==> run_1/clk_routes.png <==
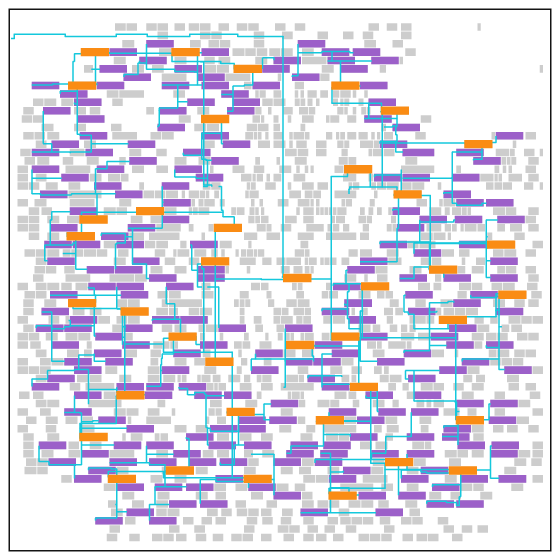
==> run_1/flops_by_reg.png <==
The bar under the picture is 50 um long.
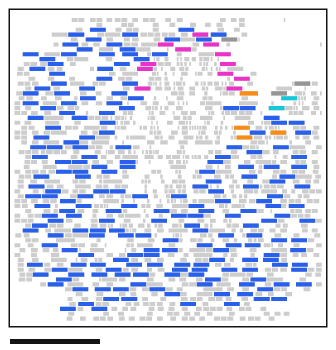
==> run_1/clocks.png <==
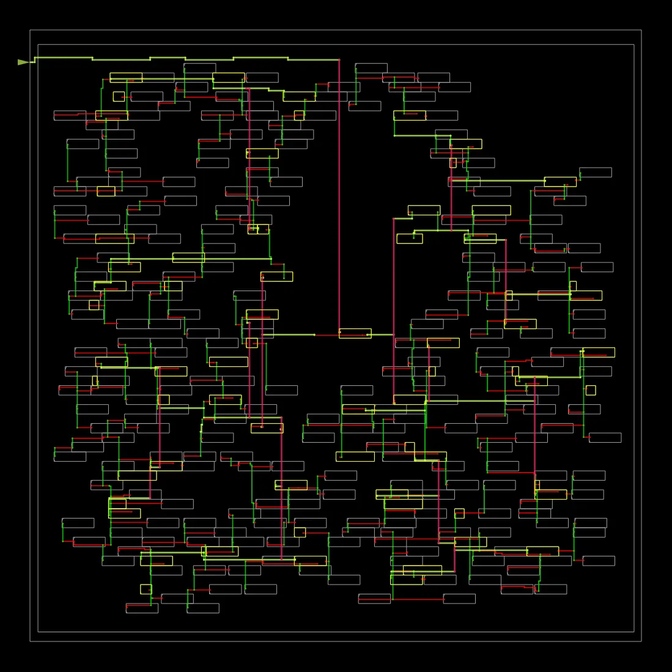
==> run_1/placement_by_type.png <==
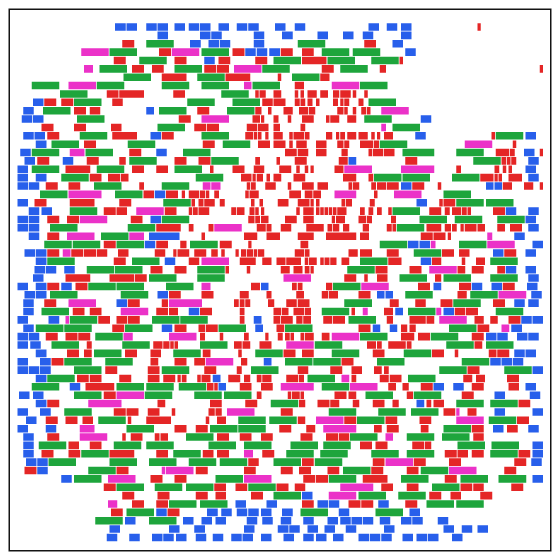
--- config.mk ---
export PLATFORM = sky130hd
export DESIGN_NAME = mel_log_compress
export DESIGN_NICKNAME = d
export VERILOG_FILES = /design/src/rtl/mel_log_compress.sv
export SDC_FILE = /design/constraint.sdc
export NUM_CORES = 1
export LEC_CHECK = 0
export CAP_MARGIN = 25
export CORE_MARGIN = 2
export CORE_UTILIZATION = 40
export CTS_CLUSTER_DIAMETER = 40
export DETAILED_ROUTE_END_ITERATION = 12
export GPL_ROUTABILITY_DRIVEN = 0
export SLEW_MARGIN = 20
export SYNTH_ARGS = -nofsm -noshare
export SYNTH_HDL_FRONTEND = slang
export SYNTH_SLANG_ARGS = --single-unit
--- constraint.sdc ---
create_clock -name clk -period 24 [get_ports clk]
set_input_delay 4.8 -clock clk [delete_from_list [all_inputs] [get_ports clk]]
set_output_delay 4.8 -clock clk [all_outputs]
set_load 0.01 [all_outputs]
--- src/rtl/mel_log_compress.sv ---
// Frame-buffered fixed-point log2 compressor for mel filterbank energies.
// Leading-one detector plus linear mantissa; streams one band per handshake.
module mel_log_compress #(
  parameter int NUM_BANDS = 13,
  parameter int IN_W      = 16,
  parameter int FRAC_W    = 8,
  parameter int OUT_W     = 16
) (
  input  logic                      clk,
  input  logic                      rst,
  input  logic                      mel_in_valid,
  output logic                      mel_in_ready,
  input  logic [NUM_BANDS*IN_W-1:0] mel_in,
  output logic                      log_valid,
  input  logic                      log_ready,
  output logic [OUT_W-1:0]          log_data,
  output logic [3:0]                log_band,
  output logic                      log_last,
  output logic                      clamp_flag,
  input  logic                      clamp_clr
);

  localparam int NW = IN_W - 2;
  localparam logic [3:0] LAST_BAND = 4'(NUM_BANDS - 1);

  typedef enum logic [1:0] {IDLE = 2'd0, LOAD = 2'd1, OUT = 2'd2} state_t;

  state_t                    state_r;
  state_t                    state_nxt_s;
  logic [NUM_BANDS*IN_W-1:0] buf_r;
  logic                      load_frame_s;
  logic                      load_band_s;
  logic                      end_frame_s;
  logic [3:0]                band_sel_s;
  logic [IN_W-1:0]           band_val_s;
  logic                      clamp_set_s;

  // Non-positive inputs clamp to 0; otherwise {msb position, next FRAC_W bits below the msb}.
  function automatic logic [OUT_W-1:0] log2_fx(input logic [IN_W-1:0] x);
    int                p;
    logic [NW-1:0]     n;
    logic [FRAC_W-1:0] frac;
    p    = 0;
    n    = '0;
    frac = '0;
    if (!x[IN_W-1] && (x != '0)) begin
      for (int i = 0; i < IN_W-1; i++) begin
        if (x[i]) p = i;
      end
      n    = NW'(x << (IN_W-2-p));
      frac = FRAC_W'(n >> (NW-FRAC_W));
      return (OUT_W'(p) << FRAC_W) | OUT_W'(frac);
    end else begin
      return '0;
    end
  endfunction

  assign mel_in_ready = (state_r == IDLE);
  assign band_val_s   = buf_r[int'(band_sel_s)*IN_W +: IN_W];
  assign clamp_set_s  = load_band_s && (band_val_s[IN_W-1] || (band_val_s == '0));

  // State register.
  always_ff @(posedge clk or posedge rst) begin
    if (rst) state_r <= IDLE;
    else     state_r <= state_nxt_s;
  end

  // Next-state decode.
  always_comb begin
    state_nxt_s = state_r;
    case (state_r)
      IDLE:    if (mel_in_valid) state_nxt_s = LOAD; else state_nxt_s = IDLE;
      LOAD:    state_nxt_s = OUT;
      OUT:     if (log_ready && log_last) state_nxt_s = IDLE; else state_nxt_s = OUT;
      default: state_nxt_s = IDLE;
    endcase
  end

  // Datapath strobes; a handshake in OUT reloads the next band on the same edge.
  always_comb begin
    load_frame_s = 1'b0;
    load_band_s  = 1'b0;
    end_frame_s  = 1'b0;
    band_sel_s   = log_band + 4'd1;
    case (state_r)
      IDLE: load_frame_s = mel_in_valid;
      LOAD: begin
        load_band_s = 1'b1;
        band_sel_s  = 4'd0;
      end
      OUT: begin
        load_band_s = log_ready && !log_last;
        end_frame_s = log_ready && log_last;
      end
      default: load_frame_s = 1'b0;
    endcase
  end

  // Frame buffer, registered output beat and sticky clamp flag.
  always_ff @(posedge clk or posedge rst) begin
    if (rst) begin
      buf_r      <= '0;
      log_valid  <= 1'b0;
      log_data   <= '0;
      log_band   <= 4'd0;
      log_last   <= 1'b0;
      clamp_flag <= 1'b0;
    end else begin
      if (load_frame_s) buf_r <= mel_in;
      if (load_band_s) begin
        log_valid <= 1'b1;
        log_data  <= log2_fx(band_val_s);
        log_band  <= band_sel_s;
        log_last  <= (band_sel_s == LAST_BAND);
      end else if (end_frame_s) begin
        log_valid <= 1'b0;
        log_last  <= 1'b0;
      end
      if (clamp_set_s)    clamp_flag <= 1'b1;
      else if (clamp_clr) clamp_flag <= 1'b0;
    end
  end

endmodule

==> qor.csv, run 1 <==
stage;metric;value;unit
detailed_routing;length of routed wiring on met1;15200;um
logic_synthesis;post-synth tally of flip-flops with integrated enable;0;
layout;area occupied by registers;0.00573;mm2
detailed_routing;drt total wl;33600;um
layout;number of filler instances in the final layout;2552;
layout;share of post-route cells with drive strength above 1;30.0;%
min_path;type of the worst min-delay path;flop to flop;
logic_synthesis;flip-flop cell with the highest count after synthesis;dfrtp_1;
layout;non-filler cells, final;1580;
worst_setup_path;worst setup path category;input port to flop;
layout;dominant logic cell types in the final layout;mux2_2, clkdlybuf4s50_1, dfrtp_1, nand2_1, clkbuf_16;
logic_synthesis;parity-gate share of the synthesized area counting xor and xnor cells;0.223;%
status;status;complete, no violations;
layout;biggest registers after layout;buf_r: 208 flops, log_data: 12 flops, log_band: 4 flops;
final_timing;count of final max-slew check failures;0;
job;max_cap viols;0;
final_timing;post-layout period usage;32.7;%
floorplanning;Tap Cells;384;
worst_setup_path;launch point of the worst reg-to-reg path;log_band[0];
worst_setup_path;family with the most delay on the worst path;buffers and inverters;
layout;cell class with the largest area share;flip-flops and latches;
detailed_routing;DRC errors left;0;
layout;number of clock buffers in the layout;45;
worst_setup_path;Worst Setup SP;mel_in_valid;
logic_synthesis;simple-gate area share of the yosys netlist;7.31;%
layout;clock-cell share of area;8.78;%
global_route;met2 routing resource usage after global routing;35.0;%
layout;most common cell after layout, fill and taps aside;mux2_2;
logic_synthesis;syn_area_per_cell;12.5;um2
layout;area share of buffers outside the clock network;15.7;%
worst_setup_path;maximum net fanout on the critical path;81;
worst_setup_path;worst setup path end;buf_r[66];
placement;placed instance count;1508;
worst_setup_path;CP dominant cell by count;buf_4;
final_timing;Max-Slew Margin vs Limit;31.8;%
logic_synthesis;Yosys top cell by instances;mux2_2;
final_timing;setup tns final;0;ns
clock_tree;Resized Gates After CTS;0;
logic_synthesis;synthesis warning total;0;
clock_tree;clock tree from TritonCTS;yes;
global_route;all-layer global routing usage;22.2;%
logic_synthesis;area reported by Yosys stat;0.0118;mm2
## Picture notes: clk_routes.png
Key: purple = flip-flops [count 229]; orange = clock drivers [count 39]; cyan = clock wires [length 3330 um]
There are 40 routed clock nets.
worst setup skew after layout: 0.0249 ns
clock insertion delay at the later pin of the skew report: 0.52 ns

## Picture notes: flops_by_reg.png
Key: magenta = log_data [placed flops 12]; orange = log_band [placed flops 4]; cyan = state_r [placed flops 2]; blue = buf_r [placed flops 208, where all over the die]

## Picture notes: clocks.png
CTS buffer count: 39
Clock Sinks: 229
number of flip-flops and latches: 229

## Picture notes: placement_by_type.png
Key: green = sequential cells [cells 229]; blue = remaining buffers and delay cells [cells 250]; magenta = clock drivers and dummy loads [cells 70]; red = combinational and other logic [cells 646]
std cell rows: 62
Finished Cell Area: 0.0157 mm2
fraction of standard cell area that is sequential: 36.5%
core footprint: 0.0289 mm2
Util after Layout: 54.5%

==> run_1/sizes.png <==
The bar under the picture is 50 um long.
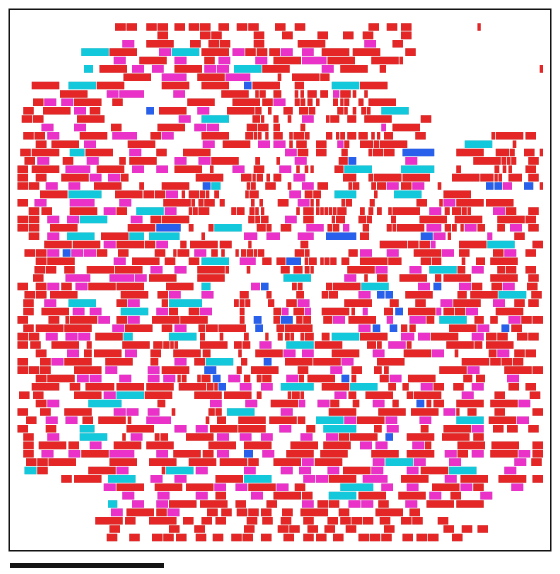

==> inputs of run 2 (changes only) <==
==> constraint.sdc (replaced) <==
create_clock -name clk -period 8 [get_ports clk]
set_input_delay 1.6 -clock clk [delete_from_list [all_inputs] [get_ports clk]]
set_output_delay 1.6 -clock clk [all_outputs]
set_load 0.01 [all_outputs]
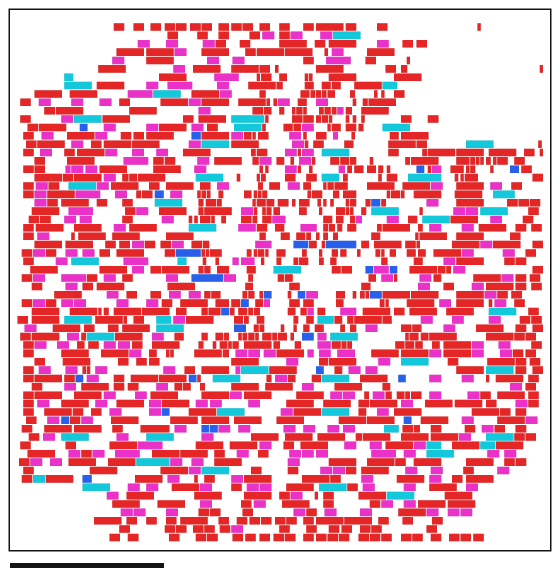
(run_2/sizes.png)
The bar under the picture is 50 um long.
Key: blue = _3 and _4 cells [cells 29, share 2.4%, most used buf_4]; red = _0 and _1 cells [cells 841, share 71%, most used clkdlybuf4s50_1]; magenta = _2 cells [cells 267, share 22%, most used mux2_2]; cyan = _6 and larger [cells 52, share 4.4%, most used clkbuf_16]

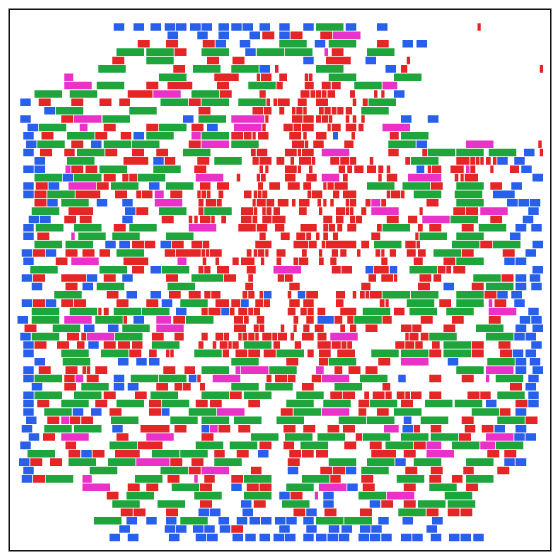
(run_2/placement_by_type.png)
Key: green = sequential cells [cells 229]; blue = remaining buffers and delay cells [cells 247]; red = combinational and other logic [cells 646]; magenta = clock drivers and dummy loads [cells 67]

==> qor.csv, run 2 <==
stage;metric;value;unit;change
status;status;complete, no violations;;
logic_synthesis;share of async-settable or async-resettable flops after synthesis;100;%;
layout;antenna cells;1;;
clock_tree;Clock Sinks;229;;unchanged
placement;placed instance count;1506;;-0.13%
logic_synthesis;synthesis warning total;0;;unchanged
layout;fraction of standard cell area that is sequential;36.8;%;+0.36 points
global_route;maximum number of pins on one net before global-route repair;151;;
detailed_routing;DRC errors left;0;;unchanged
logic_synthesis;syn_area_per_cell;12.5;um2;unchanged
detailed_routing;DR vias;8573;;
logic_synthesis;simple-gate area share of the yosys netlist;7.31;%;unchanged
final_timing;setup tns final;0;ns;unchanged
layout;most common cell after layout, fill and taps aside;mux2_2;;
logic_synthesis;parity-gate share of the synthesized area counting xor and xnor cells;0.223;%;unchanged
floorplanning;Tap Cells;384;;unchanged
logic_synthesis;yosys cell count;943;;
logic_synthesis;post-synth tally of flip-flops with integrated enable;0;;unchanged
worst_setup_path;cells traversed along the worst timing path;buf_4, nor2b_1, nor2_1, buf_4, o2111a_1, o31ai_2, o2111ai_1, o211ai_2, inv_1, and3_1, ha_1, a21oi_1, o211ai_1, mux2_2, mux2_2, a31oi_1;;
detailed_routing;length of routed wiring on met1;14700;um;-3.2%
final_timing;unrepaired setup endpoints after global routing;no;;
layout;number of flip-flops and latches;229;;unchanged
layout;cell class with the largest area share;flip-flops and latches;;
clock_tree;Resized Gates After CTS;0;;unchanged
worst_setup_path;worst setup path end;log_data[2];;
logic_synthesis;area reported by Yosys stat;0.0118;mm2;unchanged
clock_tree;root buffer cell;clkbuf_16;;
layout;dominant logic cell types in the final layout;mux2_2, clkdlybuf4s50_1, dfrtp_1, nand2_1, clkbuf_16;;
layout;biggest registers after layout;buf_r: 208 flops, log_data: 12 flops, log_band: 4 flops;;
final_timing;count of final max-slew check failures;0;;unchanged
layout;number of clock buffers in the layout;50;;+11%
layout;area share of buffers outside the clock network;15.7;%;about the same
final_timing;Max-Slew Margin vs Limit;38.7;%;+7.0 points
clock_tree;CTS buffer count;38;;-2.6%
layout;Util after Layout;54.0;%;-0.53 points
layout;number of filler instances in the final layout;2564;;+0.47%
worst_setup_path;family with the most delay on the worst path;AND-OR/OR-AND gates;;
worst_setup_path;maximum net fanout on the critical path;41;;-49%
global_route;met2 routing resource usage after global routing;35.0;%;-0.066 points
layout;clock-cell share of area;8.04;%;-0.74 points
job;max_cap viols;0;;unchanged
layout;Finished Cell Area;0.0156;mm2;-0.98%
layout;area occupied by registers;0.00573;mm2;unchanged
min_path;type of the worst min-delay path;flop to flop;;
logic_synthesis;Yosys top cell by instances;mux2_2;;
clock_tree;clock insertion delay at the later pin of the skew report;0.51;ns;about the same
floorplanning;std cell rows;62;;unchanged
detailed_routing;antenna viol nets, final;0;;
worst_setup_path;worst setup path category;flop to flop;;
layout;non-filler cells, final;1574;;-0.38%
clock_tree;clock tree from TritonCTS;yes;;
final_timing;worst setup skew after layout;0.0217;ns;-0.00316 ns
global_route;all-layer global routing usage;22.1;%;-0.053 points
detailed_routing;drt total wl;33800;um;+0.46%
min_path;endpoint of the worst hold path;log_data[8];;
worst_setup_path;critical path depth in cells;16;;
layout;multi-input logic area;0.00560;mm2;
floorplanning;core footprint;0.0289;mm2;unchanged
final_timing;post-layout period usage;80.4;%;
worst_setup_path;launch point of the worst reg-to-reg path;log_band[0];;
logic_synthesis;flip-flop cell with the highest count after synthesis;dfrtp_1;;
